<file path="src/rtl/payload_receiver.sv">
// Frame receiver for an 8b/10b symbol stream: locks on K28.1 commas, collects a
// fixed-length payload, checks its CRC-16/BUYPASS and publishes good frames.
module payload_receiver #(
   parameter int PAYLOAD_BYTES = 8,
   parameter int CNT_WIDTH     = 16
) (
   input  logic                       clk,
   input  logic                       reset_n,
   input  logic                       byte_tick,
   input  logic [7:0]                 din,
   input  logic                       is_comma,
   input  logic                       code_err,
   output logic [PAYLOAD_BYTES*8-1:0] payload,
   output logic                       valid,
   input  logic                       ready,
   output logic                       locked,
   output logic [CNT_WIDTH-1:0]       crc_err_cnt,
   output logic [CNT_WIDTH-1:0]       frame_err_cnt,
   output logic [CNT_WIDTH-1:0]       overrun_cnt
);

   localparam int PW    = PAYLOAD_BYTES * 8;
   localparam int IDX_W = $clog2(PAYLOAD_BYTES);
   localparam logic [IDX_W-1:0] LAST_IDX = IDX_W'(PAYLOAD_BYTES - 1);

   typedef enum logic [2:0] {
      HUNT, WAIT_DATA, RX_PAYLOAD, RX_CRC_H, RX_CRC_L, EXPECT_COMMA
   } state_t;

   state_t           state, state_nxt;
   logic [15:0]      crc;
   logic [15:0]      rx_crc;
   logic [IDX_W-1:0] idx;
   logic [PW-1:0]    shadow;
   logic             crc_ok;

   logic take_first, take_byte, take_crc_h, take_crc_l;
   logic publish, crc_err_ev, frame_err_ev;

   // MSB-first CRC-16 step, polynomial 0x8005
   function automatic logic [15:0] crc16_upd(input logic [15:0] c, input logic [7:0] d);
      logic [15:0] r;
      r = c ^ {d, 8'h00};
      for (int i = 0; i < 8; i++)
         r = r[15] ? ({r[14:0], 1'b0} ^ 16'h8005) : {r[14:0], 1'b0};
      return r;
   endfunction

   function automatic logic [CNT_WIDTH-1:0] sat_inc(input logic [CNT_WIDTH-1:0] c);
      return (&c) ? c : c + CNT_WIDTH'(1);
   endfunction

   assign crc_ok = (rx_crc == crc);

   always_ff @(posedge clk or negedge reset_n) begin
      if (!reset_n) state <= HUNT;
      else          state <= state_nxt;
   end

   always_comb begin
      state_nxt = state;
      if (byte_tick) begin
         if (code_err) begin
            state_nxt = HUNT;
         end else begin
            case (state)
               HUNT:         if (is_comma) state_nxt = WAIT_DATA;
               WAIT_DATA:    if (!is_comma) state_nxt = RX_PAYLOAD;
               RX_PAYLOAD:   if (is_comma) state_nxt = WAIT_DATA;
                             else if (idx == LAST_IDX) state_nxt = RX_CRC_H;
               RX_CRC_H:     state_nxt = is_comma ? WAIT_DATA : RX_CRC_L;
               RX_CRC_L:     state_nxt = is_comma ? WAIT_DATA : EXPECT_COMMA;
               EXPECT_COMMA: state_nxt = is_comma ? WAIT_DATA : HUNT;
               default:      state_nxt = HUNT;
            endcase
         end
      end
   end

   // code_err outside HUNT aborts the frame before the comma is looked at
   always_comb begin
      locked       = (state != HUNT);
      take_first   = 1'b0;
      take_byte    = 1'b0;
      take_crc_h   = 1'b0;
      take_crc_l   = 1'b0;
      publish      = 1'b0;
      crc_err_ev   = 1'b0;
      frame_err_ev = 1'b0;
      if (byte_tick && state != HUNT) begin
         if (code_err) begin
            frame_err_ev = 1'b1;
         end else begin
            case (state)
               WAIT_DATA:    take_first = !is_comma;
               RX_PAYLOAD:   begin frame_err_ev = is_comma; take_byte  = !is_comma; end
               RX_CRC_H:     begin frame_err_ev = is_comma; take_crc_h = !is_comma; end
               RX_CRC_L:     begin frame_err_ev = is_comma; take_crc_l = !is_comma; end
               EXPECT_COMMA: begin
                  publish      = is_comma && crc_ok;
                  crc_err_ev   = is_comma && !crc_ok;
                  frame_err_ev = !is_comma;
               end
               default: ;
            endcase
         end
      end
   end

   always_ff @(posedge clk or negedge reset_n) begin
      if (!reset_n) begin
         crc <= 16'h0000;
         idx <= '0;
      end else if (take_first) begin
         crc <= crc16_upd(16'h0000, din);
         idx <= IDX_W'(1);
      end else if (take_byte) begin
         crc <= crc16_upd(crc, din);
         idx <= (idx == LAST_IDX) ? '0 : idx + IDX_W'(1);
      end
   end

   // Shift-in keeps the first byte in the MSBs once the whole payload has arrived
   always_ff @(posedge clk) begin
      if (take_first || take_byte) shadow <= {shadow[PW-9:0], din};
      if (take_crc_h)              rx_crc[15:8] <= din;
      if (take_crc_l)              rx_crc[7:0]  <= din;
   end

   always_ff @(posedge clk or negedge reset_n) begin
      if (!reset_n) begin
         payload       <= '0;
         valid         <= 1'b0;
         overrun_cnt   <= '0;
         crc_err_cnt   <= '0;
         frame_err_cnt <= '0;
      end else begin
         if (publish) begin
            payload <= shadow;
            valid   <= 1'b1;
            if (valid && !ready) overrun_cnt <= sat_inc(overrun_cnt);
         end else if (valid && ready) begin
            valid <= 1'b0;
         end
         if (crc_err_ev)   crc_err_cnt   <= sat_inc(crc_err_cnt);
         if (frame_err_ev) frame_err_cnt <= sat_inc(frame_err_cnt);
      end
   end

endmodule

</file>
<file path="config.mk">
export PLATFORM = sky130hd
export DESIGN_NAME = payload_receiver
export DESIGN_NICKNAME = d
export VERILOG_FILES = /design/src/rtl/payload_receiver.sv
export SDC_FILE = /design/constraint.sdc
export NUM_CORES = 1
export LEC_CHECK = 0
export ABC_AREA = 1
export CAP_MARGIN = 20
export CORE_ASPECT_RATIO = 0.9
export CORE_MARGIN = 3
export CORE_UTILIZATION = 59
export DETAILED_ROUTE_END_ITERATION = 8
export GPL_TIMING_DRIVEN = 0
export PLACE_DENSITY_LB_ADDON = 0.3
export SLEW_MARGIN = 25
export SYNTH_ARGS = -nofsm -noshare
export SYNTH_HDL_FRONTEND = slang
export SYNTH_SLANG_ARGS = --single-unit
</file>
<file path="constraint.sdc">
create_clock -name clk -period 6.5 [get_ports clk]
set_input_delay 0.65 -clock clk [delete_from_list [all_inputs] [get_ports clk]]
set_output_delay 0.65 -clock clk [all_outputs]
set_load 0.03 [all_outputs]
</file>
Figure 1. Pin map (run 1).
Pins as bars across the die edge, other pins in grey.
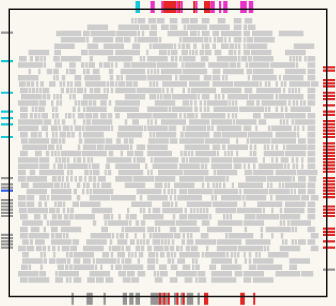
red -> `payload`  # pins 64, direction output, edge 43 east, 11 north, 10 south
magenta -> `crc_err_cnt`  # pins 16, direction output, edge north
cyan -> `din`  # pins 8, direction input, edge 6 west, 2 north
blue -> `byte_tick`  # pins 1, direction input, edge west
all pins by edge = 44 east, 33 south, 29 north, 22 west
chip height: 123 um
die x size: 136 um

Figure 2. Where the registers sit (run 1).
Other sequential cells in the stronger grey, the rest of the logic in the fainter grey.
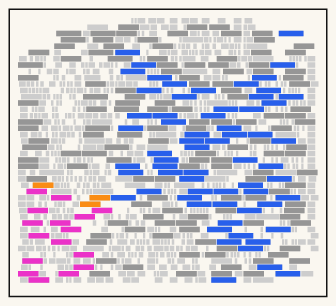
blue -> `shadow`  # sequential cells 64
orange -> `state`  # sequential cells 3
magenta -> `frame_err_cnt`  # sequential cells 16, where south-west
not coloured = 132
sequential fraction of total cell area: 0.513
final core area utilization: 0.761
sequential-cell power consumption: 1580 uW

==> flow_summary.html, run 1 <==
<h2>Implementation results</h2>
<table>
<tr><th>Metric</th><th>Value</th></tr>
<tr><th colspan="2">Status</th></tr>
<tr><td>Run status</td><td>completed</td></tr>
<tr><th colspan="2">Run</th></tr>
<tr><td>OpenROAD warnings</td><td>26</td></tr>
<tr><td>Max-cap check violation count</td><td>0</td></tr>
<tr><th colspan="2">Final timing</th></tr>
<tr><td>Final clock period utilization by the worst path</td><td>0.425</td></tr>
<tr><td>Pin slew with the least headroom to its limit</td><td>742 ps</td></tr>
<tr><td>Worst hold margin</td><td>78.2 ps</td></tr>
<tr><td>Fmax achieved</td><td>about 0.36 GHz</td></tr>
<tr><td>Clock skew after layout</td><td>24.4 ps</td></tr>
<tr><td>Worst slew margin relative to its limit</td><td>0.504</td></tr>
<tr><td>Final number of max-transition violations</td><td>0</td></tr>
<tr><th colspan="2">Setup path</th></tr>
<tr><td>Worst setup startpoint</td><td>code_err</td></tr>
<tr><td>Crit path DAT</td><td>around 3000 ps</td></tr>
<tr><td>Beginning of the worst register-to-register path</td><td>state[2]</td></tr>
<tr><td>Startpoint types</td><td>input pin</td></tr>
<tr><td>Worst setup EP type</td><td>register</td></tr>
<tr><td>Number of cells on the worst reg-to-reg path</td><td>10</td></tr>
<tr><td>Crit Path Class</td><td>input pin to register</td></tr>
<tr><td>FF-to-FF End</td><td>shadow[14]</td></tr>
<tr><td>CP Data Required Time</td><td>between 6000 and 7000 ps</td></tr>
<tr><th colspan="2">Global routing</th></tr>
<tr><td>GRT overflow</td><td>0</td></tr>
<tr><td>Pin count of the biggest net entering global routing</td><td>75</td></tr>
<tr><td>Via count of the first global-routing pass</td><td>approximately 6200</td></tr>
<tr><td>Busiest layer in global routing</td><td>met2</td></tr>
<tr><td>Met2 track demand over resource in global routing</td><td>0.411</td></tr>
<tr><td>Number of antenna violations at the first check in global routing</td><td>0</td></tr>
<tr><th colspan="2">Power</th></tr>
<tr><td>Switching share of power</td><td>0.274</td></tr>
<tr><td>Power share of the clock group</td><td>0.376</td></tr>
<tr><td>Internal portion of total power</td><td>2420 uW</td></tr>
<tr><td>Seq pwr share</td><td>0.473</td></tr>
<tr><td>Worst IR Drop VDD</td><td>between 200 and 300 uV</td></tr>
<tr><td>Reported net switching power</td><td>913 uW</td></tr>
<tr><th colspan="2">Placement</th></tr>
<tr><td>Post-Place Cells</td><td>1176</td></tr>
<tr><td>Worst Setup Slack post-DPL</td><td>3210 ps</td></tr>
<tr><td>Count of input and output buffers</td><td>127</td></tr>
<tr><td>GP Congestion</td><td>approximately 0.9</td></tr>
<tr><td>Half-perimeter wire length after detailed placement</td><td>13.5 mm</td></tr>
<tr><td>DP Area</td><td>between 0.01 and 0.015 mm2</td></tr>
<tr><th colspan="2">Detailed routing</th></tr>
<tr><td>Post-route DRC violation count</td><td>0</td></tr>
<tr><td>Detailed router's first-iteration violation count</td><td>about 400</td></tr>
<tr><td>Number of vias after detailed routing</td><td>about 6400</td></tr>
<tr><td>Pre-Repair DR Iteration Count</td><td>5</td></tr>
<tr><td>Count of nets left with antenna violations after detail routing</td><td>0</td></tr>
<tr><td>Post-DR wirelength/cell</td><td>16.0 um</td></tr>
<tr><th colspan="2">Final layout</th></tr>
<tr><td>Register cell area after layout</td><td>slightly below 0.006 mm2</td></tr>
<tr><td>Most frequent cells in the layout</td><td>286 x sky130_fd_sc_hd__nand2_1, 135 x sky130_fd_sc_hd__dfrtp_1, 126 x sky130_fd_sc_hd__clkdlybuf4s50_1, 80 x sky130_fd_sc_hd__edfxtp_1, 66 x sky130_fd_sc_hd__inv_1</td></tr>
<tr><td>Top Registers</td><td>payload: 64 flops, shadow: 64 flops</td></tr>
<tr><td>Nonclk buf count</td><td>approximately 150</td></tr>
<tr><td>Number of combinational gates with multiple inputs</td><td>543</td></tr>
<tr><td>Number of fill cells in the layout</td><td>1036</td></tr>
<tr><td>Synth-to-Final Area Change</td><td>25.6%</td></tr>
<tr><td>Clk cell area share</td><td>0.0643</td></tr>
<tr><td>Inverter count of the layout excluding clock inverters</td><td>between 70 and 80</td></tr>
<tr><td>Top class by area</td><td>registers</td></tr>
<tr><td>Share of final layout cell area taken by non-clock buffers</td><td>0.124</td></tr>
<tr><td>Cell area after layout</td><td>0.0113 mm2</td></tr>
<tr><th colspan="2">Yosys</th></tr>
<tr><td>Top area cell types</td><td>sky130_fd_sc_hd__dfrtp_1 38%, sky130_fd_sc_hd__edfxtp_1 27%, sky130_fd_sc_hd__nand2_1 12%</td></tr>
<tr><td>Synth cell types</td><td>roughly 43</td></tr>
<tr><td>Yosys stat cell total</td><td>~850</td></tr>
<tr><td>Gate count of the mapped netlist</td><td>849</td></tr>
<tr><td>Summed instance area of the synthesized netlist</td><td>0.00897 mm2</td></tr>
<tr><td>Commonest cells post-synth</td><td>286 x sky130_fd_sc_hd__nand2_1, 135 x sky130_fd_sc_hd__dfrtp_1, 80 x sky130_fd_sc_hd__edfxtp_1, 66 x sky130_fd_sc_hd__inv_1, 44 x sky130_fd_sc_hd__xor2_1</td></tr>
<tr><td>Share of flip-flops with an asynchronous set or reset after synthesis</td><td>0.628</td></tr>
<tr><td>Cell with the most instances after synthesis</td><td>sky130_fd_sc_hd__nand2_1</td></tr>
<tr><td>Syn Nets</td><td>868</td></tr>
<tr><td>Sequential fraction of the synthesis area</td><td>0.644</td></tr>
<tr><td>Post-Syn Area per Cell</td><td>between 10 and 15 um2</td></tr>
<tr><td>Synthesized chip area reported by yosys</td><td>around 0.009 mm2</td></tr>
<tr><td>Flip-flops with a built-in enable</td><td>roughly 80</td></tr>
<tr><th colspan="2">Clock tree</th></tr>
<tr><td>Root Buffer Master</td><td>sky130_fd_sc_hd__clkbuf_16</td></tr>
<tr><td>Hold bufs inserted after CTS</td><td>0</td></tr>
<tr><td>Number of clock sinks seen by CTS</td><td>215</td></tr>
<tr><td>H-tree level count</td><td>1</td></tr>
<tr><td>Worst-path clk slew</td><td>60 ps</td></tr>
<tr><td>CTS tree</td><td>built</td></tr>
<tr><td>Clock latency on the worst-skew pair</td><td>510 ps</td></tr>
<tr><td># Post-CTS Setup Buffers</td><td>0</td></tr>
<tr><td>Number of buffers created by CTS</td><td>22</td></tr>
<tr><th colspan="2">Die</th></tr>
<tr><td>Row count</td><td>42</td></tr>
<tr><td>Tap cell count</td><td>just under 200</td></tr>
<tr><td>Core Footprint</td><td>0.0148 mm2</td></tr>
<tr><td>Overall chip area</td><td>around 0.017 mm2</td></tr>
<tr><td>Effective utilization at floorplan</td><td>0.606</td></tr>
</table>
Figure 3. Met3 routing (run 1).
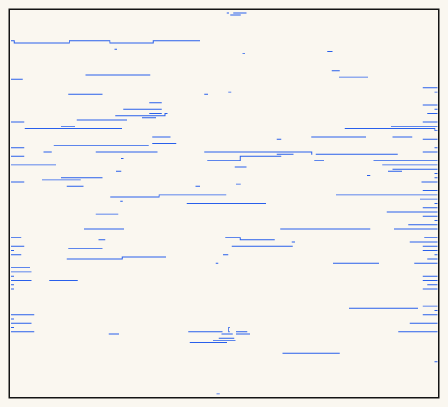
share of all routed wire = 5.7%
main direction = horizontal
longest straight run = 34.0 um

==> run 1: routing by layer <==
| layer | routed length [um] | vias up |
|---|---|---|
| met5 | 0 | - |
| met4 | 451 | 0 |
| met2 | 9760 | 189 |
| met3 | 1120 | 31 |
| li1 | - | 3066 |
| met1 | 8130 | 3078 |
==> run 1: worst max-delay path, cell delays in order <==
cell and delay [ps]:
sky130_fd_sc_hd__clkdlybuf4s50_1 550, sky130_fd_sc_hd__nor3_2 280, sky130_fd_sc_hd__inv_1 90, sky130_fd_sc_hd__nor2_2 340, sky130_fd_sc_hd__nor2_1 160, sky130_fd_sc_hd__inv_2 130
sky130_fd_sc_hd__buf_4 440, sky130_fd_sc_hd__buf_12 280
==> run 1: per-stage QoR <==
step | power, uW | TNS (ps) | utilization
detailed placement | 2100 | 0 | 0.712
CTS | 3350 | 0 | 0.761
floorplan | 1940 | 0 | -
global placement | 2070 | -102110 | 0.708
global route | 3490 | 0 | 0.761
finish | 3340 | 0 | 0.761
==> run 1: kinds of logic after synthesis <==
logic type	after synthesis	share of synthesized area
AOI/OAI and AO/OA	44	0.0296
muxes	1	0.00125
DFF	215	0.644
buffers and inverters	91	0.0395
xor gates and xnor gates	78	0.0761
and+or+nand+nor	415	0.202
adders and majority gates	5	0.00697
==> run 1: worst max-delay path by stage <==
stage                  to  cells past startpoint
3_3_place_gp       crc[8]                      1
6_report       shadow[14]                      8
2_1_floorplan   shadow[0]                      9
3_5_place_dp   shadow[53]                      8
4_1_cts         shadow[4]                      8
5_1_grt         shadow[4]                     10
==> run 1: power by group through the flow <==
stage                     clock network [uW]  logic (uW)  registers [uW]
after floorplan                            0         326            1610
after global placement                     0         477            1600
after detailed placement                   0         496            1600
after CTS                               1270         508            1580
after global routing                    1330         567            1590
final                                   1260         504            1580
==> run 2, diff against run 1 <==
Settings changed: CORE_UTILIZATION 59 to 49.
Clock period 6.5 ns to 2.5 ns, I/O delays scaled along.
==> flow_summary.html, run 2 <==
<h2>Implementation results</h2>
<table>
<tr><th>Metric</th><th>Value</th></tr>
<tr><th colspan="2">Yosys</th></tr>
<tr><td>XOR Share, Synth</td><td>0.0761</td></tr>
<tr><td>Commonest cells post-synth</td><td>286 x sky130_fd_sc_hd__nand2_1, 135 x sky130_fd_sc_hd__dfrtp_1, 80 x sky130_fd_sc_hd__edfxtp_1, 66 x sky130_fd_sc_hd__inv_1, 44 x sky130_fd_sc_hd__xor2_1</td></tr>
<tr><td>Synth cell types</td><td>43</td></tr>
<tr><td>Simple Share, Synth</td><td>0.202</td></tr>
<tr><td>Syn Nets</td><td>868</td></tr>
<tr><td>Largest family of logic cells by area</td><td>simple AND/OR/NAND/NOR gates</td></tr>
<tr><td>Cell with the most instances after synthesis</td><td>sky130_fd_sc_hd__nand2_1</td></tr>
<tr><td>Yosys stat cell total</td><td>849</td></tr>
<tr><td>Area fraction in compound gates</td><td>0.0296</td></tr>
<tr><td>Gate count of the mapped netlist</td><td>849</td></tr>
<tr><td>Top area cell types</td><td>sky130_fd_sc_hd__dfrtp_1 38%, sky130_fd_sc_hd__edfxtp_1 27%, sky130_fd_sc_hd__nand2_1 12%</td></tr>
<tr><td>Post-Syn Area per Cell</td><td>10.6 um2</td></tr>
<tr><td>Post-synth regs</td><td>215</td></tr>
<tr><td>Share of flip-flops with an asynchronous set or reset after synthesis</td><td>0.628</td></tr>
<tr><td>Flip-flops with a built-in enable</td><td>around 80</td></tr>
<tr><td>Synthesized chip area reported by yosys</td><td>0.00897 mm2</td></tr>
<tr><td>Yosys top cell area share</td><td>0.376</td></tr>
<tr><td>Number of synthesis warnings</td><td>0</td></tr>
<tr><td>Share of synthesized area spent on multiplexers</td><td>0.00125</td></tr>
<tr><td>Sequential fraction of the synthesis area</td><td>0.644</td></tr>
<tr><td>Post-Synth Adder-Cell Area</td><td>0.00697</td></tr>
<tr><td>Cell type contributing the most total cell area after synthesis</td><td>sky130_fd_sc_hd__dfrtp_1</td></tr>
<tr><td>Leading register cell type out of synthesis</td><td>sky130_fd_sc_hd__dfrtp_1</td></tr>
<tr><td>Summed instance area of the synthesized netlist</td><td>0.00897 mm2</td></tr>
<tr><th colspan="2">Final timing</th></tr>
<tr><td>Clock period minus final worst setup slack</td><td>about 2300 ps</td></tr>
<tr><td>Worst slew margin relative to its limit</td><td>0.428</td></tr>
<tr><td>Final count of hold timing violations</td><td>0</td></tr>
<tr><td>Final total negative setup slack</td><td>0 ps</td></tr>
<tr><td>Fmax achieved</td><td>0.431 GHz</td></tr>
<tr><td>Clock skew after layout</td><td>a little under 10 ps</td></tr>
<tr><td>Final number of max-transition violations</td><td>0</td></tr>
<tr><td>Final setup violation count</td><td>0</td></tr>
<tr><td>Final clock period utilization by the worst path</td><td>0.928</td></tr>
<tr><td>Setup repair after global routing missed its margin</td><td>false</td></tr>
<tr><td>Pin slew with the least headroom to its limit</td><td>854 ps</td></tr>
<tr><th colspan="2">Die</th></tr>
<tr><td>Chip height</td><td>134 um</td></tr>
<tr><td>Ports placed on the boundary</td><td>128</td></tr>
<tr><td>Overall chip area</td><td>0.0200 mm2</td></tr>
<tr><td>Effective utilization at floorplan</td><td>0.505</td></tr>
<tr><td>Row count</td><td>46</td></tr>
<tr><td>Core Footprint</td><td>approximately 0.018 mm2</td></tr>
<tr><td>Die x size</td><td>~150 um</td></tr>
<tr><th colspan="2">Power</th></tr>
<tr><td>Power density of the placed cells</td><td>754 mW/mm2</td></tr>
<tr><td>Leakage component of the power</td><td>0.00512 uW</td></tr>
<tr><td>Overall power consumption</td><td>8560 uW</td></tr>
<tr><td>Worst IR Drop VDD</td><td>539 uV</td></tr>
<tr><th colspan="2">Final layout</th></tr>
<tr><td>Most frequent cells in the layout</td><td>285 x sky130_fd_sc_hd__nand2_1, 135 x sky130_fd_sc_hd__dfrtp_1, 126 x sky130_fd_sc_hd__clkdlybuf4s50_1, 80 x sky130_fd_sc_hd__edfxtp_1, 66 x sky130_fd_sc_hd__inv_1</td></tr>
<tr><td>Number of nets in the layout</td><td>1023</td></tr>
<tr><td>Cell area after layout</td><td>0.0113 mm2</td></tr>
<tr><td>Fraction of final layout cells with drive strength greater than 1</td><td>0.0862</td></tr>
<tr><td>Top Registers</td><td>payload: 64 flops, shadow: 64 flops</td></tr>
<tr><td>Number of fill cells in the layout</td><td>1417</td></tr>
<tr><td>Synth-to-Final Area Change</td><td>26.4%</td></tr>
<tr><td>Final antenna diode count</td><td>0</td></tr>
<tr><td>Most frequent standard cell in the layout excluding fill and tap cells</td><td>sky130_fd_sc_hd__nand2_1</td></tr>
<tr><th colspan="2">Detailed routing</th></tr>
<tr><td>Post-route DRC violation count</td><td>0</td></tr>
<tr><td>Detailed router's first-iteration violation count</td><td>325</td></tr>
<tr><td>Pre-Repair DR Iteration Count</td><td>6</td></tr>
<tr><td>Average vias per placed instance</td><td>~4.9</td></tr>
<tr><td>Count of nets left with antenna violations after detail routing</td><td>0</td></tr>
<tr><th colspan="2">Placement</th></tr>
<tr><td>Count of input and output buffers</td><td>127</td></tr>
<tr><td>Half-perimeter wire length after detailed placement</td><td>13.3 mm</td></tr>
<tr><td>GP Congestion</td><td>0.924</td></tr>
<tr><td>DP Area</td><td>0.0106 mm2</td></tr>
<tr><th colspan="2">Run</th></tr>
<tr><td>OpenROAD warnings</td><td>26</td></tr>
<tr><td>Max-cap check violation count</td><td>0</td></tr>
<tr><th colspan="2">Setup path</th></tr>
<tr><td>Worst setup EP type</td><td>register</td></tr>
<tr><td>CP Data Required Time</td><td>2690 ps</td></tr>
<tr><td>Crit Path Class</td><td>register to register</td></tr>
<tr><td>Crit path DAT</td><td>2510 ps</td></tr>
<tr><td>Worst path cell trace</td><td>nor2_1 -&gt; nand2_2 -&gt; nand2_2 -&gt; nor3_2 -&gt; inv_1 -&gt; nor2_2 -&gt; nor2_1 -&gt; inv_2 -&gt; clkbuf_16</td></tr>
<tr><td>Largest incremental delay on the critical path</td><td>450 ps</td></tr>
<tr><td>CP max-delay cell</td><td>sky130_fd_sc_hd__dfrtp_1</td></tr>
<tr><td>Maximum fanout encountered on the critical timing path</td><td>36</td></tr>
<tr><td>Startpoint types</td><td>register</td></tr>
<tr><th colspan="2">Clock tree</th></tr>
<tr><td>H-tree level count</td><td>1</td></tr>
<tr><td>Number of clock sinks seen by CTS</td><td>215</td></tr>
<tr><td>CTS tree</td><td>built</td></tr>
<tr><td>Worst-path clk slew</td><td>roughly 60 ps</td></tr>
<tr><td>Hold bufs inserted after CTS</td><td>1</td></tr>
<tr><td>Post-cts sizing count</td><td>3</td></tr>
<tr><td>Clk buf depth</td><td>3</td></tr>
<tr><td>Number of buffers created by CTS</td><td>23</td></tr>
<tr><td>Clock latency on the worst-skew pair</td><td>500 ps</td></tr>
<tr><td>Root Buffer Master</td><td>sky130_fd_sc_hd__clkbuf_16</td></tr>
<tr><td># Post-CTS Setup Buffers</td><td>0</td></tr>
<tr><th colspan="2">Worst hold path</th></tr>
<tr><td>Kind of path behind the tightest hold check</td><td>input pin to asynchronous set/reset pin</td></tr>
<tr><th colspan="2">Global routing</th></tr>
<tr><td>Wire length of the first global-routing pass</td><td>30.8 mm</td></tr>
<tr><td>Number of antenna violations at the first check in global routing</td><td>0</td></tr>
<tr><td>Via count of the first global-routing pass</td><td>~6000</td></tr>
<tr><td>GRT overflow</td><td>0</td></tr>
<tr><td>Pin count of the biggest net entering global routing</td><td>74</td></tr>
<tr><th colspan="2">Status</th></tr>
<tr><td>Run status</td><td>completed</td></tr>
</table>
## run 2: cell counts after synthesis
No cell type changed its count.
## run 2: where the power goes
part | leakage [uW] | switching (uW) | internal (uW)
clock network | 0.000354 | 1320 | 1820
logic | 0.00224 | 798 | 522
registers | 0.00253 | 213 | 3880
total | 0.00512 | 2330 | 6230
## run 2: layout make-up
type	instances	area (um2)	area share
well taps	240	300	0.0265
flip-flops and latches	215	5780	0.510
clock buffers	33	654	0.0577
inverters	74	278	0.0245
multi-input cells	543	2840	0.251
repair buffers	130	1340	0.118
plain buffers	17	100	0.00883
clock inverters	9	48.8	0.00430
## run 2: logic make-up (layout without fill, tap and decap cells)
group	Yosys count	after routing
fa+ha+maj	5	5
xor+xnor	78	78
mux	1	1
compound gates	44	44
flops	215	215
buf+inv	91	263
simple gates	415	415
## run 2: path summary, 6_finish.rpt
check	start	to	slack, ps	cells after the start
max in group asynchronous	reset_n	crc_err_cnt[3]	1480	3
min	reset_n	payload[45]	280	2
min reg2reg	shadow[21]	shadow[29]	440	0
min in group clk	shadow[21]	shadow[29]	440	0
max	state[2]	shadow[0]	180	9
max reg2reg	state[2]	shadow[0]	180	9
## run 2: stage by stage
step           utilization  instances  worst slack, ps  hold WS, ps
2_1_floorplan            -        849              183        -45.6
3_3_place_gp         0.593       1216            -4480          430
3_5_place_dp         0.595       1217             -439          233
4_1_cts              0.636       1260             75.2          306
5_1_grt              0.638       1261             21.4          339
6_report             0.638       1261              181          284
## run 2: critical path: cells and delay by family, from the launching register on
kind | cells | cell delay [ps]
DFF | 1 | 450
buffers and inverters | 3 | 580
and+or+nand+nor | 6 | 960
## run 2: metal layers
layer	wire length [um]	global-route usage
met5	0	0
met4	358	0.0472
met3	1160	0.0297
met2	9190	0.316
met1	8470	0.270
Figure 4. Routing congestion (run 2).
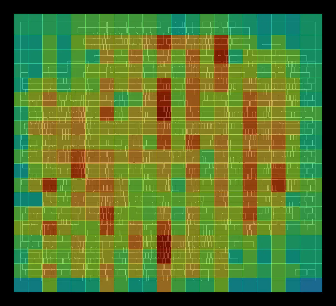
post-DR wirelength/cell: 15.2 um
busiest layer in global routing: met2
met1 usage: 0.270
final core area utilization: 0.638

Figure 5. Where the registers sit (run 2).
Other sequential cells in the stronger grey, the rest of the logic in the fainter grey.
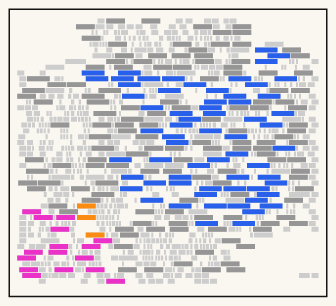
magenta -> `frame_err_cnt`  # sequential cells 16, where south-west
orange -> `state`  # sequential cells 3
blue -> `shadow`  # sequential cells 64
not coloured = 132

Figure 6. Metal layers overlaid (run 2).
Only two layers are drawn.
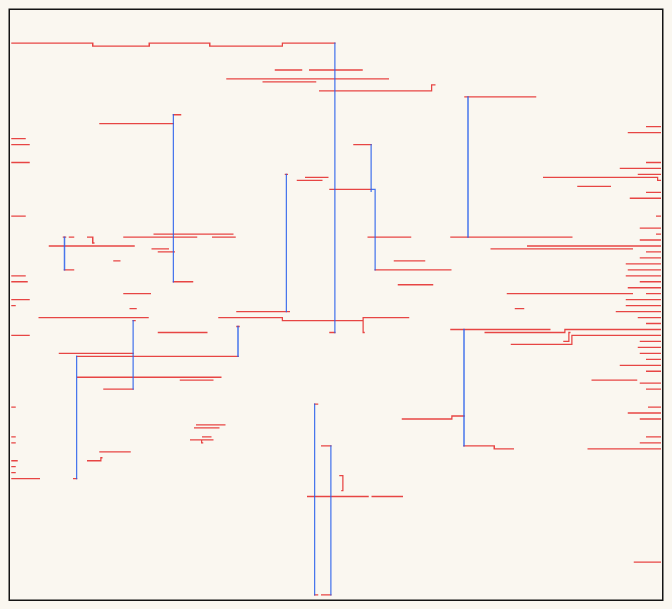
blue -> met4  # wire length 359 um
red -> met3  # wire length 1160 um
overall track demand over capacity in global routing: 0.192
number of vias after detailed routing: 6213
total routed wirelength: 19.2 mm

==> run 3, diff against run 2 <==
Settings changed: CORE_MARGIN 3 to 5.
==> flow_summary.html, run 3 <==
<h2>Implementation results</h2>
<table>
<tr><th>Metric</th><th>Value</th></tr>
<tr><th colspan="2">Power</th></tr>
<tr><td>Seq pwr share</td><td>0.473</td></tr>
<tr><td>Reported net switching power</td><td>between 2000 and 2500 uW</td></tr>
<tr><td>Proportion of power drawn by combinational gates</td><td>0.150</td></tr>
<tr><td>Switching share of power</td><td>0.261</td></tr>
<tr><td>Top power consumer group</td><td>registers</td></tr>
<tr><td>Overall power consumption</td><td>8660 uW</td></tr>
<tr><td>Leakage component of the power</td><td>between 0.005 and 0.006 uW</td></tr>
<tr><td>Power share of the clock group</td><td>0.377</td></tr>
<tr><td>Internal portion of total power</td><td>6400 uW</td></tr>
<tr><td>Combinational cell power</td><td>1300 uW</td></tr>
<tr><td>Clock group power</td><td>3270 uW</td></tr>
<tr><td>Power density of the placed cells</td><td>759 mW/mm2</td></tr>
<tr><td>Worst IR Drop VDD</td><td>628 uV</td></tr>
<tr><th colspan="2">Setup path</th></tr>
<tr><td>Crit path DAT</td><td>2690 ps</td></tr>
<tr><td>Crit Path Class</td><td>register to register</td></tr>
<tr><td>Startpoint types</td><td>register</td></tr>
<tr><td>Maximum fanout encountered on the critical timing path</td><td>4</td></tr>
<tr><td>CP Data Required Time</td><td>2880 ps</td></tr>
<tr><td>Worst setup EP type</td><td>register</td></tr>
<tr><th colspan="2">Yosys</th></tr>
<tr><td>Gate count of the mapped netlist</td><td>849</td></tr>
<tr><td>Top area cell types</td><td>sky130_fd_sc_hd__dfrtp_1 38%, sky130_fd_sc_hd__edfxtp_1 27%, sky130_fd_sc_hd__nand2_1 12%</td></tr>
<tr><td>Yosys top cell area share</td><td>0.376</td></tr>
<tr><td>Syn Nets</td><td>868</td></tr>
<tr><td>Post-Syn Area per Cell</td><td>10.6 um2</td></tr>
<tr><td>Sequential fraction of the synthesis area</td><td>0.644</td></tr>
<tr><td>Cell type contributing the most total cell area after synthesis</td><td>sky130_fd_sc_hd__dfrtp_1</td></tr>
<tr><td>Leading register cell type out of synthesis</td><td>sky130_fd_sc_hd__dfrtp_1</td></tr>
<tr><td>Commonest cells post-synth</td><td>286 x sky130_fd_sc_hd__nand2_1, 135 x sky130_fd_sc_hd__dfrtp_1, 80 x sky130_fd_sc_hd__edfxtp_1, 66 x sky130_fd_sc_hd__inv_1, 44 x sky130_fd_sc_hd__xor2_1</td></tr>
<tr><td>Synthesized chip area reported by yosys</td><td>0.00897 mm2</td></tr>
<tr><td>Number of synthesis warnings</td><td>0</td></tr>
<tr><td>Synth cell types</td><td>between 40 and 50</td></tr>
<tr><td>Post-synth regs</td><td>215</td></tr>
<tr><td>Cell with the most instances after synthesis</td><td>sky130_fd_sc_hd__nand2_1</td></tr>
<tr><td>Summed instance area of the synthesized netlist</td><td>0.00897 mm2</td></tr>
<tr><td>Flip-flops with a built-in enable</td><td>around 80</td></tr>
<tr><td>Share of flip-flops with an asynchronous set or reset after synthesis</td><td>0.628</td></tr>
<tr><td>Yosys stat cell total</td><td>849</td></tr>
<tr><th colspan="2">Final layout</th></tr>
<tr><td>Fraction of final layout cells with drive strength greater than 1</td><td>0.0891</td></tr>
<tr><td>Top Registers</td><td>payload: 64 flops, shadow: 64 flops</td></tr>
<tr><td>Cell area after layout</td><td>~0.011 mm2</td></tr>
<tr><td>Number of nets in the layout</td><td>1024</td></tr>
<tr><td>Most frequent cells in the layout</td><td>286 x sky130_fd_sc_hd__nand2_1, 135 x sky130_fd_sc_hd__dfrtp_1, 126 x sky130_fd_sc_hd__clkdlybuf4s50_1, 80 x sky130_fd_sc_hd__edfxtp_1, 66 x sky130_fd_sc_hd__inv_1</td></tr>
<tr><td>Synth-to-Final Area Change</td><td>27.1%</td></tr>
<tr><td>Count of non-filler cells in the finished layout</td><td>roughly 1300</td></tr>
<tr><td>Final antenna diode count</td><td>0</td></tr>
<tr><td>Most frequent standard cell in the layout excluding fill and tap cells</td><td>sky130_fd_sc_hd__nand2_1</td></tr>
<tr><th colspan="2">Clock tree</th></tr>
<tr><td>Hold bufs inserted after CTS</td><td>1</td></tr>
<tr><td>Number of buffers created by CTS</td><td>22</td></tr>
<tr><td>CTS tree</td><td>built</td></tr>
<tr><td>Number of clock sinks seen by CTS</td><td>215</td></tr>
<tr><td>Clock latency on the worst-skew pair</td><td>490 ps</td></tr>
<tr><td>Clk buf depth</td><td>3</td></tr>
<tr><td>Root Buffer Master</td><td>sky130_fd_sc_hd__clkbuf_16</td></tr>
<tr><td>H-tree level count</td><td>1</td></tr>
<tr><td>Post-cts sizing count</td><td>3</td></tr>
<tr><td># Post-CTS Setup Buffers</td><td>0</td></tr>
<tr><td>Worst-path clk slew</td><td>60 ps</td></tr>
<tr><th colspan="2">Global routing</th></tr>
<tr><td>Met1 usage</td><td>0.255</td></tr>
<tr><td>Number of antenna violations at the first check in global routing</td><td>0</td></tr>
<tr><td>Pin count of the biggest net entering global routing</td><td>74</td></tr>
<tr><td>Met3 capacity usage during global routing</td><td>0.0275</td></tr>
<tr><td>Met2 track demand over resource in global routing</td><td>0.298</td></tr>
<tr><td>Wire length of the first global-routing pass</td><td>31.5 mm</td></tr>
<tr><td>Overall track demand over capacity in global routing</td><td>0.181</td></tr>
<tr><td>Busiest layer in global routing</td><td>met2</td></tr>
<tr><td>GRT overflow</td><td>0</td></tr>
<tr><td>Via count of the first global-routing pass</td><td>5998</td></tr>
<tr><th colspan="2">Placement</th></tr>
<tr><td>Half-perimeter wire length after detailed placement</td><td>13.4 mm</td></tr>
<tr><td>Post-Place Cells</td><td>1222</td></tr>
<tr><td>DP Area</td><td>0.0106 mm2</td></tr>
<tr><td>GP Congestion</td><td>between 0.9 and 1</td></tr>
<tr><td>Worst Setup Slack post-DPL</td><td>-441 ps</td></tr>
<tr><td>Count of input and output buffers</td><td>127</td></tr>
<tr><th colspan="2">Detailed routing</th></tr>
<tr><td>Met1 WL</td><td>roughly 8.5 mm</td></tr>
<tr><td>Uppermost layer routed</td><td>met4</td></tr>
<tr><td>WL met2</td><td>9.30 mm</td></tr>
<tr><td>Post-route DRC violation count</td><td>0</td></tr>
<tr><td>Pre-Repair DR Iteration Count</td><td>5</td></tr>
<tr><td>Number of vias after detailed routing</td><td>6231</td></tr>
<tr><td>Total routed wirelength</td><td>19.2 mm</td></tr>
<tr><td>Count of nets left with antenna violations after detail routing</td><td>0</td></tr>
<tr><td>Detailed router's first-iteration violation count</td><td>396</td></tr>
<tr><td>Average vias per placed instance</td><td>4.92</td></tr>
<tr><td>Wire length on met3</td><td>963 um</td></tr>
<tr><td>Post-DR wirelength/cell</td><td>15.2 um</td></tr>
<tr><th colspan="2">Status</th></tr>
<tr><td>Run status</td><td>completed</td></tr>
<tr><th colspan="2">Die</th></tr>
<tr><td>Die x size</td><td>roughly 150 um</td></tr>
<tr><td>Core Footprint</td><td>0.0182 mm2</td></tr>
<tr><td>Effective utilization at floorplan</td><td>0.494</td></tr>
<tr><td>Overall chip area</td><td>between 0.02 and 0.025 mm2</td></tr>
<tr><td>Ports placed on the boundary</td><td>128</td></tr>
<tr><td>Row count</td><td>47</td></tr>
<tr><td>Chip height</td><td>138 um</td></tr>
<tr><th colspan="2">Final timing</th></tr>
<tr><td>Final setup violation count</td><td>0</td></tr>
<tr><td>Worst setup margin</td><td>around 190 ps</td></tr>
<tr><td>Clock period minus final worst setup slack</td><td>roughly 2300 ps</td></tr>
<tr><td>Setup repair after global routing missed its margin</td><td>false</td></tr>
<tr><td>Final clock period utilization by the worst path</td><td>0.926</td></tr>
<tr><td>Clock skew after layout</td><td>around 11 ps</td></tr>
<tr><td>Final total negative setup slack</td><td>0 ps</td></tr>
<tr><td>Pin slew with the least headroom to its limit</td><td>670 ps</td></tr>
<tr><td>Worst slew margin relative to its limit</td><td>0.552</td></tr>
<tr><td>Fmax achieved</td><td>roughly 0.43 GHz</td></tr>
<tr><td>Worst hold margin</td><td>around 290 ps</td></tr>
<tr><td>Final count of hold timing violations</td><td>0</td></tr>
<tr><td>Final number of max-transition violations</td><td>0</td></tr>
<tr><th colspan="2">Worst hold path</th></tr>
<tr><td>Kind of path behind the tightest hold check</td><td>input pin to asynchronous set/reset pin</td></tr>
<tr><th colspan="2">Run</th></tr>
<tr><td>OpenROAD warnings</td><td>26</td></tr>
<tr><td>Max-cap check violation count</td><td>0</td></tr>
</table>
-- run 3: cell counts after synthesis --
Identical to the previous run, type by type.
-- run 3: layout make-up --
class / count / area (um2)
fill: 1466 / 6770
sequential: 215 / 5780
multi-input combinational: 543 / 2840
timing repair buffer: 132 / 1350
clock buffer: 35 / 691
tap: 245 / 307
inverter: 74 / 278
buffer: 17 / 101
clock inverter: 5 / 50.0
-- run 3: worst paths after layout --
check / startpoint / endpoint / slack (ps) / cells after the start
setup / recovery: crc[13] / overrun_cnt[11] / 190 / 13
hold / removal: reset_n / payload[46] / 290 / 2
setup reg to reg: crc[13] / overrun_cnt[11] / 190 / 13
hold reg to reg: shadow[35] / shadow[43] / 440 / 0
max in group asynchronous: reset_n / crc[1] / 1490 / 3
min in group clk: shadow[35] / shadow[43] / 440 / 0
-- run 3: worst max-delay path: stages (launching register included) --
cell	delay, ps
sky130_fd_sc_hd__dfrtp_1	410
sky130_fd_sc_hd__inv_1	100
sky130_fd_sc_hd__or2_1	100
sky130_fd_sc_hd__nand4_1	140
sky130_fd_sc_hd__nor4_4	380
sky130_fd_sc_hd__nand2_2	120
sky130_fd_sc_hd__nor2_4	200
sky130_fd_sc_hd__nand2_2	110
sky130_fd_sc_hd__inv_2	90
sky130_fd_sc_hd__nand2_2	80
sky130_fd_sc_hd__nor2_4	120
sky130_fd_sc_hd__nand3_2	110
sky130_fd_sc_hd__xor2_1	170
sky130_fd_sc_hd__inv_1	60
-- run 3: kinds of logic after synthesis --
group	Yosys count	synth area share
and+or+nand+nor	415	0.202
DFF	215	0.644
buffers and inverters	91	0.0395
xor gates and xnor gates	78	0.0761
AOI/OAI and AO/OA	44	0.0296
adders and majority gates	5	0.00697
muxes	1	0.00125
Figure 7. Where the registers sit (run 3).
Other sequential cells in the stronger grey, the rest of the logic in the fainter grey.
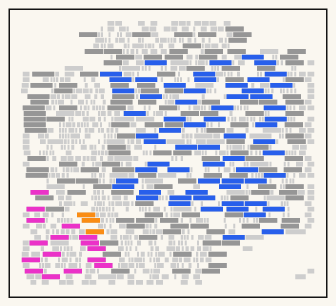
magenta -> `frame_err_cnt`  # sequential cells 16, where south-west
orange -> `state`  # sequential cells 3
blue -> `shadow`  # sequential cells 64
not coloured = 132
sequential-cell power consumption: 4100 uW
final core area utilization: 0.627
register cell area after layout: 0.00578 mm2
sequential fraction of total cell area: 0.507

Figure 8. Pin map (run 3).
Pins as bars across the die edge, other pins in grey.
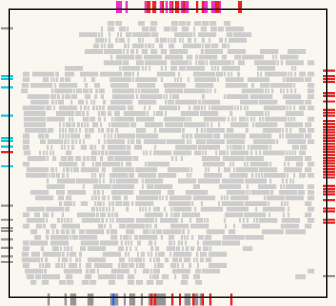
blue -> `byte_tick`  # pins 1, direction input, edge south
red -> `payload`  # pins 64, direction output, edge 40 east, 15 north, 8 south, 1 west
magenta -> `crc_err_cnt`  # pins 16, direction output, edge north
cyan -> `din`  # pins 8, direction input, edge west
all pins by edge = 41 east, 38 south, 31 north, 18 west

Figure 9. Met3 routing (run 3).
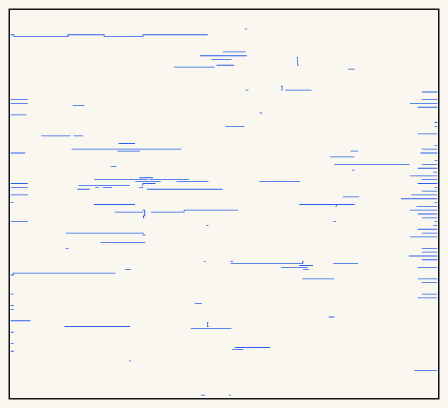
nets with wire on the layer = 102
share of all routed wire = 5.0%
wire length on this layer = 963 um
longest straight run = 38.9 um

No activity file was given, so power comes from the tool's default toggle rates.
